===== src/rtl/security_pkg.sv =====
// security_pkg: default parameters and output flag ordering shared by the sensor front end.
package security_pkg;
    localparam int          DEF_DB_CYCLES    = 4;
    localparam int          DEF_DOOR_TIMEOUT = 16;
    localparam int          DEF_TL_CYCLES    = 32;
    localparam int          DEF_MAX_TRIES    = 3;
    localparam int          DEF_HOLD_CYCLES  = 8;
    localparam logic [15:0] DEF_CODE         = 16'h1234;
    // Flag vector order {p,f,d,pm,ptl,dtl,tl,pt,pp,rh}, MSB first.
    localparam int FLAG_W   = 10;
    localparam int FLAG_P   = 9;
    localparam int FLAG_F   = 8;
    localparam int FLAG_D   = 7;
    localparam int FLAG_PM  = 6;
    localparam int FLAG_PTL = 5;
    localparam int FLAG_DTL = 4;
    localparam int FLAG_TL  = 3;
    localparam int FLAG_PT  = 2;
    localparam int FLAG_PP  = 1;
    localparam int FLAG_RH  = 0;
endpackage


===== src/rtl/debounce.sv =====
// debounce: 2-flop synchronizer followed by a stable-sample debouncer.
module debounce
    import security_pkg::*;
#(
    parameter int DB_CYCLES = DEF_DB_CYCLES
) (
    input  logic clk,
    input  logic reset,
    input  logic in,
    output logic out
);
    localparam int CW = $clog2(DB_CYCLES + 1);
    logic s1, s2;
    logic [CW-1:0] cnt;
    always_ff @(posedge clk or posedge reset) begin
        if (reset) begin
            s1  <= 1'b0;
            s2  <= 1'b0;
            cnt <= '0;
            out <= 1'b0;
        end else begin
            s1 <= in;
            s2 <= s1;
            if (s2 == out)
                cnt <= '0;
            else if (cnt == CW'(DB_CYCLES - 1)) begin
                out <= s2;
                cnt <= '0;
            end else
                cnt <= cnt + 1'b1;
        end
    end
endmodule


===== src/rtl/sensor_frontend.sv =====
// sensor_frontend: debounced sensor levels, password checking, door/general/hold timers.
module sensor_frontend
    import security_pkg::*;
#(
    parameter int          DB_CYCLES    = DEF_DB_CYCLES,
    parameter int          DOOR_TIMEOUT = DEF_DOOR_TIMEOUT,
    parameter int          TL_CYCLES    = DEF_TL_CYCLES,
    parameter int          MAX_TRIES    = DEF_MAX_TRIES,
    parameter int          HOLD_CYCLES  = DEF_HOLD_CYCLES,
    parameter logic [15:0] CODE         = DEF_CODE
) (
    input  logic        clk,
    input  logic        reset,
    input  logic        raw_pir,
    input  logic        raw_smoke,
    input  logic        raw_door,
    input  logic        raw_panic,
    input  logic        raw_rst_btn,
    input  logic [15:0] key_code,
    input  logic        key_enter,
    input  logic        timer_start,
    input  logic        clear_tries,
    output logic        p,
    output logic        f,
    output logic        d,
    output logic        pp,
    output logic        pm,
    output logic        ptl,
    output logic        dtl,
    output logic        tl,
    output logic        pt,
    output logic        rh
);
    localparam int TW = $clog2(MAX_TRIES + 1);
    localparam int DW = $clog2(DOOR_TIMEOUT + 1);
    localparam int GW = $clog2(TL_CYCLES + 1);
    localparam int HW = $clog2(HOLD_CYCLES + 1);

    logic rb;
    logic [TW-1:0] tries, tries_inc;
    logic [DW-1:0] dcnt, dcnt_inc;
    logic [GW-1:0] tcnt;
    logic [HW-1:0] hcnt, hcnt_inc;

    debounce #(.DB_CYCLES(DB_CYCLES)) u_pir   (.clk(clk), .reset(reset), .in(raw_pir),     .out(p));
    debounce #(.DB_CYCLES(DB_CYCLES)) u_smoke (.clk(clk), .reset(reset), .in(raw_smoke),   .out(f));
    debounce #(.DB_CYCLES(DB_CYCLES)) u_door  (.clk(clk), .reset(reset), .in(raw_door),    .out(d));
    debounce #(.DB_CYCLES(DB_CYCLES)) u_panic (.clk(clk), .reset(reset), .in(raw_panic),   .out(pp));
    debounce #(.DB_CYCLES(DB_CYCLES)) u_btn   (.clk(clk), .reset(reset), .in(raw_rst_btn), .out(rb));

    // Saturating increments: counters never wrap.
    always_comb begin
        tries_inc = (tries == TW'(MAX_TRIES))    ? tries : tries + 1'b1;
        dcnt_inc  = (dcnt  == DW'(DOOR_TIMEOUT)) ? dcnt  : dcnt + 1'b1;
        hcnt_inc  = (hcnt  == HW'(HOLD_CYCLES))  ? hcnt  : hcnt + 1'b1;
    end

    always_ff @(posedge clk or posedge reset) begin
        if (reset) begin
            tries <= '0;
            pm    <= 1'b0;
            ptl   <= 1'b0;
            pt    <= 1'b0;
            dcnt  <= '0;
            dtl   <= 1'b0;
            tcnt  <= '0;
            tl    <= 1'b0;
            hcnt  <= '0;
            rh    <= 1'b0;
        end else begin
            if (key_enter)
                pm <= (key_code == CODE);
            if (clear_tries) begin
                tries <= '0;
                ptl   <= 1'b0;
                pt    <= 1'b0;
            end else if (key_enter) begin
                pt    <= 1'b1;
                tries <= (key_code == CODE) ? '0 : tries_inc;
                ptl   <= (key_code != CODE) && (tries_inc >= TW'(MAX_TRIES));
            end
            dcnt <= d ? dcnt_inc : '0;
            dtl  <= d && (dcnt_inc == DW'(DOOR_TIMEOUT));
            // tcnt==0 with tl==0 is the idle state after reset; tl only sets on a 1->0 step.
            if (timer_start) begin
                tcnt <= GW'(TL_CYCLES);
                tl   <= 1'b0;
            end else if (tcnt != '0) begin
                tcnt <= tcnt - 1'b1;
                tl   <= (tcnt == GW'(1));
            end
            hcnt <= rb ? hcnt_inc : '0;
            rh   <= rb && (hcnt_inc == HW'(HOLD_CYCLES));
        end
    end
endmodule


===== config.mk =====
export PLATFORM = sky130hd
export DESIGN_NAME = sensor_frontend
export DESIGN_NICKNAME = d
export VERILOG_FILES = /design/src/rtl/security_pkg.sv /design/src/rtl/debounce.sv /design/src/rtl/sensor_frontend.sv
export SDC_FILE = /design/constraint.sdc
export NUM_CORES = 1
export LEC_CHECK = 0
export CAP_MARGIN = 20
export CELL_PAD_IN_SITES_DETAIL_PLACEMENT = 2
export CELL_PAD_IN_SITES_GLOBAL_PLACEMENT = 2
export CORE_MARGIN = 3
export CORE_UTILIZATION = 35
export DETAILED_ROUTE_END_ITERATION = 16
export MAX_ROUTING_LAYER = met4
export PLACE_DENSITY_LB_ADDON = 0.1
export SYNTH_ARGS = -nofsm -noshare
export SYNTH_HDL_FRONTEND = slang
export SYNTH_SLANG_ARGS = --single-unit

===== constraint.sdc =====
create_clock -name clk -period 1.84 [get_ports clk]
set_input_delay 0.368 -clock clk [delete_from_list [all_inputs] [get_ports clk]]
set_output_delay 0.368 -clock clk [all_outputs]
set_load 0.02 [all_outputs]

### Track usage over the die, run 1

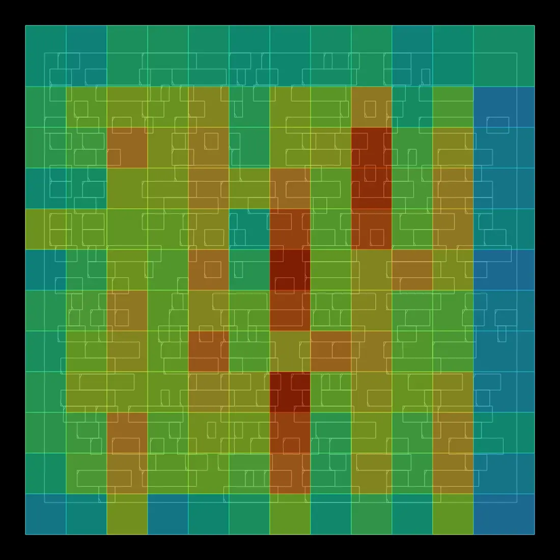
routing usage on met2: 25.7%
met1 usage in global routing: 17.2%
DR WL/cell: 15.8 um
most crowded layer after global routing: met2

### Register map, names as in the netlist, run 1

Bar = 20 um.
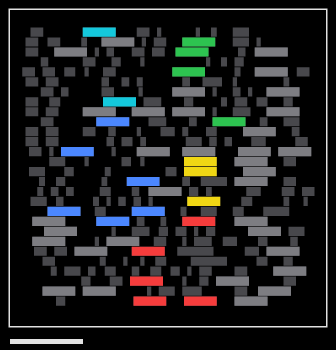
color	name in the netlist	sequential cells
yellow	u_pir.cnt	3
green	hcnt	4
cyan	tries	2
red	dcnt	5
blue	tcnt	6
power dissipated in sequential cells: 1.68 mW
flip-flop and latch area: 1330 um2
fraction of area in registers: 46.5%
Core Util, Final: 46.8%

==> run notes, run 1 <==
impl run done, here's what came out: critical path, cell by cell=ha_1, xor2_1, or4b_1, a2111oi_4, setup slack of the critical path after layout=26.5 ps, TritonCTS Buffers=5, minimum setup slack after placement=4.67 ps, number of warnings reported in the yosys synthesis log=0, Largest stage delay, worst path=520 ps, hold buffer count at CTS=0, distinct lib cells=37, Min Clock Period, post-route=1810 ps, number of max-cap violations=0, final setup violating endpoints=0, HP Class=reg -> reg, data required time of the critical path=2050 ps, area fraction in and, or, nand and nor cells=18.4%, Main logic family=simple AND/OR/NAND/NOR gates, global-route wire length before repair=8.43 mm, data arrival at the endpoint of the critical path=2020 ps, TritonCTS sink count=53, post-CTS resize count=0, Horiz. Die Dim=86.3 um, status=completed, Critical Path Start Type=flop, initial antenna violation count=0, pwr/cell area=1220 nW/um2, Routed Antenna Nets=0, Complex Gates by Area=6.38%, Layout Skew=9.03 ps, height of the chip=86.3 um, overall die area=7440 um2, post-synth design cell area=2250 um2, count of vias placed by the detailed router=1548, yosys cell count=183, Crit Reg-Reg Startpoint=dcnt[0], worst-margin pin slew=530 ps, area grow syn2layout=26.6%, layout net count=266, post-synthesis async set-or-reset flop share=100%, Slew headroom=64.3%, most frequent cells after synthesis=53 x sky130_fd_sc_hd__dfrtp_1, 12 x sky130_fd_sc_hd__ha_1, 12 x sky130_fd_sc_hd__inv_1, vias in the first global route=1802, grt ovf=0, crit path launch=dcnt[0]
### Selected gate families, run 1

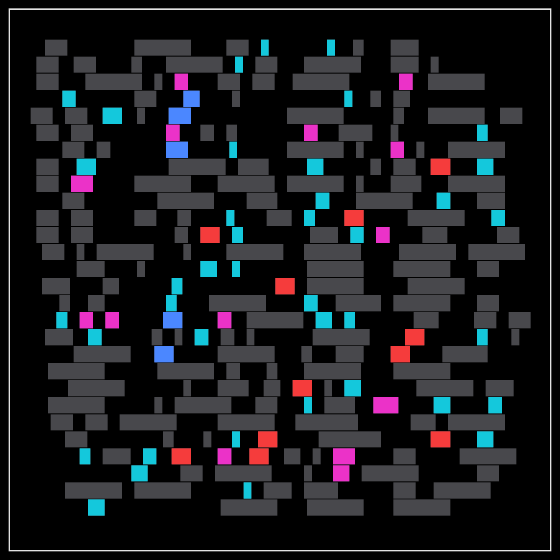
color	family	cells
blue	non-inverting ao/oa cells	5
red	xor and xnor cells	11
cyan	nor cells	40
magenta	and/or cells	14
commonest non-fill, non-tap cell in the layout: sky130_fd_sc_hd__dfrtp_1
non-filler instance count after layout: 304
combinational share of cell area: 31.7%

==> run 1: path summary, 6_finish.rpt <==
path	end	slack (ps)	cells after the start
worst min register to register	u_pir.s2	360	0
worst max-delay path	dtl	30	4
max in group asynchronous	u_btn.cnt[1]	1020	3
min in group asynchronous	u_pir.out	370	2
worst max register to register	dtl	30	4
worst min-delay path	u_pir.s2	360	0
==> run 1: metal layers <==
metal,wire (um),track usage [%],vias to the layer above,part of all wire [%]
met3,183,3.42,10,3.8
met5,0,-,-,0
li1,-,-,728,-
met1,2130,17.2,774,44
met2,2420,25.7,36,50
met4,76,3.12,0,1.6
==> run 1: state kept, by name, indices dropped and copies added (netlist names), 2 cells and up <==
register and flops:
dcnt 5, hcnt 4, u_btn.cnt 3, u_smoke.cnt 3
u_panic.cnt 3, u_door.cnt 3, tcnt 6, tries 2
u_pir.cnt 3
==> run 1: where the power goes <==
group | leakage [nW] | internal [mW] | total (mW) | switching, mW
clock network | 0.0395 | 0.271 | 0.631 | 0.359
registers | 0.681 | 1.42 | 1.68 | 0.253
logic | 0.555 | 0.585 | 1.16 | 0.579
==> run 1: final cells by class <==
| class | count | area (um2) | share of cell area (%) |
|---|---|---|---|
| tap | 75 | 93.8 | 3.29 |
| timing repair buffer | 39 | 405 | 14.2 |
| sequential | 53 | 1330 | 46.5 |
| inverter | 12 | 45.0 | 1.58 |
| clock buffer | 8 | 80.1 | 2.80 |
| multi-input combinational | 117 | 905 | 31.7 |
==> run 1: through the flow <==
step / hold slack (ps) / cells / setup TNS, ps / power [mW]
after floorplan: 331 / 183 / 0 / 2.39
after global placement: 334 / 294 / 0 / 2.68
after detailed placement: 337 / 294 / 0 / 2.84
after CTS: 363 / 302 / 0 / 3.48
after global routing: 375 / 304 / -57.2 / 3.76
final: 359 / 304 / 0 / 3.47
## Run 2: what changed since run 1
--- a/config.mk
+++ b/config.mk
@@ -10,6 +10,7 @@
 export CELL_PAD_IN_SITES_GLOBAL_PLACEMENT = 2
 export CORE_MARGIN = 3
 export CORE_UTILIZATION = 35
+export CTS_CLUSTER_DIAMETER = 50
 export DETAILED_ROUTE_END_ITERATION = 16
 export MAX_ROUTING_LAYER = met4
 export PLACE_DENSITY_LB_ADDON = 0.1
### Register map, names as in the netlist, run 2

Bar = 20 um.
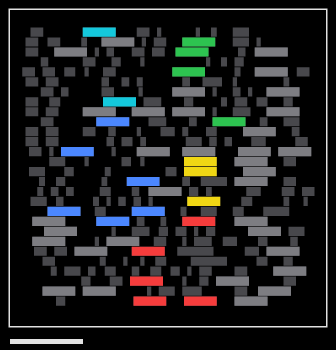
color	name in the netlist	sequential cells
cyan	tries	2
green	hcnt	4
red	dcnt	5
blue	tcnt	6
yellow	u_pir.cnt	3
not colored	33

### Track usage over the die, run 2

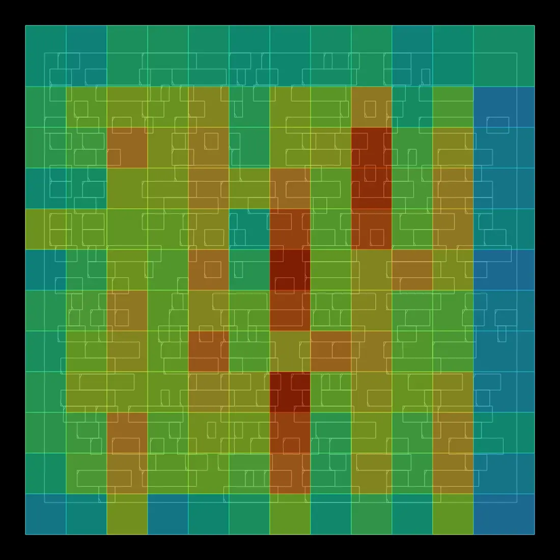
Global Route met3 Usage: 3.42%
total routing resource utilization after global routing: 14.7%

==> run 2 against run 1 <==
Sequential power hardly changed. Via count stayed put. Register-to-register slack barely moved. Utilization is the same. Hold slack is the same. Final area stayed put.
==> run notes, run 2 <==
impl run done, here's what came out: data required time of the critical path=2050 ps, status=completed, vias in the first global route=1802, area grow syn2layout=26.6%, aggregate negative setup slack=0 ps, post-CTS resize count=0, Hold Slack=359 ps, data arrival at the endpoint of the critical path=2020 ps, pwr/cell area=1220 nW/um2, commonest non-fill, non-tap cell in the layout=sky130_fd_sc_hd__dfrtp_1, Largest register FFs=6, final setup violating endpoints=0, initial antenna violation count=0, global-route wire length before repair=8.43 mm, DR WL/cell=15.8 um, Routed Antenna Nets=0, distinct lib cells=37, leading registers by flop count=tcnt x6, dcnt x5, hcnt x4, post-synth design cell area=2250 um2, placed instance count=294, reg2reg end=dtl, overall die area=7440 um2, Crit Reg-Reg Startpoint=dcnt[0], non-filler instance count after layout=304, HP Class=reg -> reg, setup slack of the critical path after layout=26.5 ps, count of vias placed by the detailed router=1548, Slew headroom=64.3%, most frequent cells after synthesis=53 x sky130_fd_sc_hd__dfrtp_1, 12 x sky130_fd_sc_hd__ha_1, 12 x sky130_fd_sc_hd__inv_1, Core Util, Final=46.8%, hold buffer count at CTS=0, Layout Skew=9.03 ps
[run 2: how the worst min path moves through the flow]
stage	from	to	slack, ps	depth (start not counted)
6_report	u_pir.s1	u_pir.s2	360	0
3_3_place_gp	u_btn.s1	u_btn.s2	330	0
2_1_floorplan	u_btn.s1	u_btn.s2	330	0
3_5_place_dp	u_pir.s1	u_pir.s2	340	0
5_1_grt	u_pir.s1	u_pir.s2	370	0
4_1_cts	u_door.s1	u_door.s2	360	0
[run 2: cell type report]
class / count / area, um2
tap: 75 / 93.8
sequential: 53 / 1330
multi-input combinational: 117 / 905
clock buffer: 8 / 80.1
fill: 631 / 3240
inverter: 12 / 45.0
timing repair buffer: 39 / 405
[run 2: logic make-up (layout without fill, tap and decap cells)]
| family | Yosys count | in the layout | synth area share [%] |
|---|---|---|---|
| AND/OR/NAND/NOR | 67 | 67 | 18.4 |
| flip-flops | 53 | 53 | 58.8 |
| AND-OR/OR-AND | 20 | 20 | 6.38 |
| buffers and inverters | 13 | 59 | 2.16 |
| adder cells (fa/ha/maj) | 12 | 12 | 6.66 |
| XOR/XNOR | 11 | 11 | 4.27 |
| multiplexers | 7 | 7 | 3.33 |
[run 2: routing by layer]
layer  track usage (%)  share of wire [%]  vias to the layer above  wire length, um
met1              17.2                 44                      774             2130
met3              3.42                3.8                       10              183
met4              3.12                1.6                        0               76
li1                  -                  -                      728                -
met2              25.7                 50                       36             2420
met5                 -                  0                        -                0
[run 2: critical path, delay by kind of cell, from the launching register on]
kind | cells | cell delay (ps)
AND-OR/OR-AND | 1 | 300
AND/OR/NAND/NOR | 1 | 520
adder cells (fa/ha/maj) | 1 | 270
flip-flops | 1 | 450
XOR/XNOR | 1 | 180
[run 2: report_power, final]
group	internal (mW)	switching, mW
clock network	0.271	0.359
registers	1.42	0.253
logic	0.585	0.579
total	2.28	1.19
Power figures rest on the tool's default switching activity, not on a simulated workload.
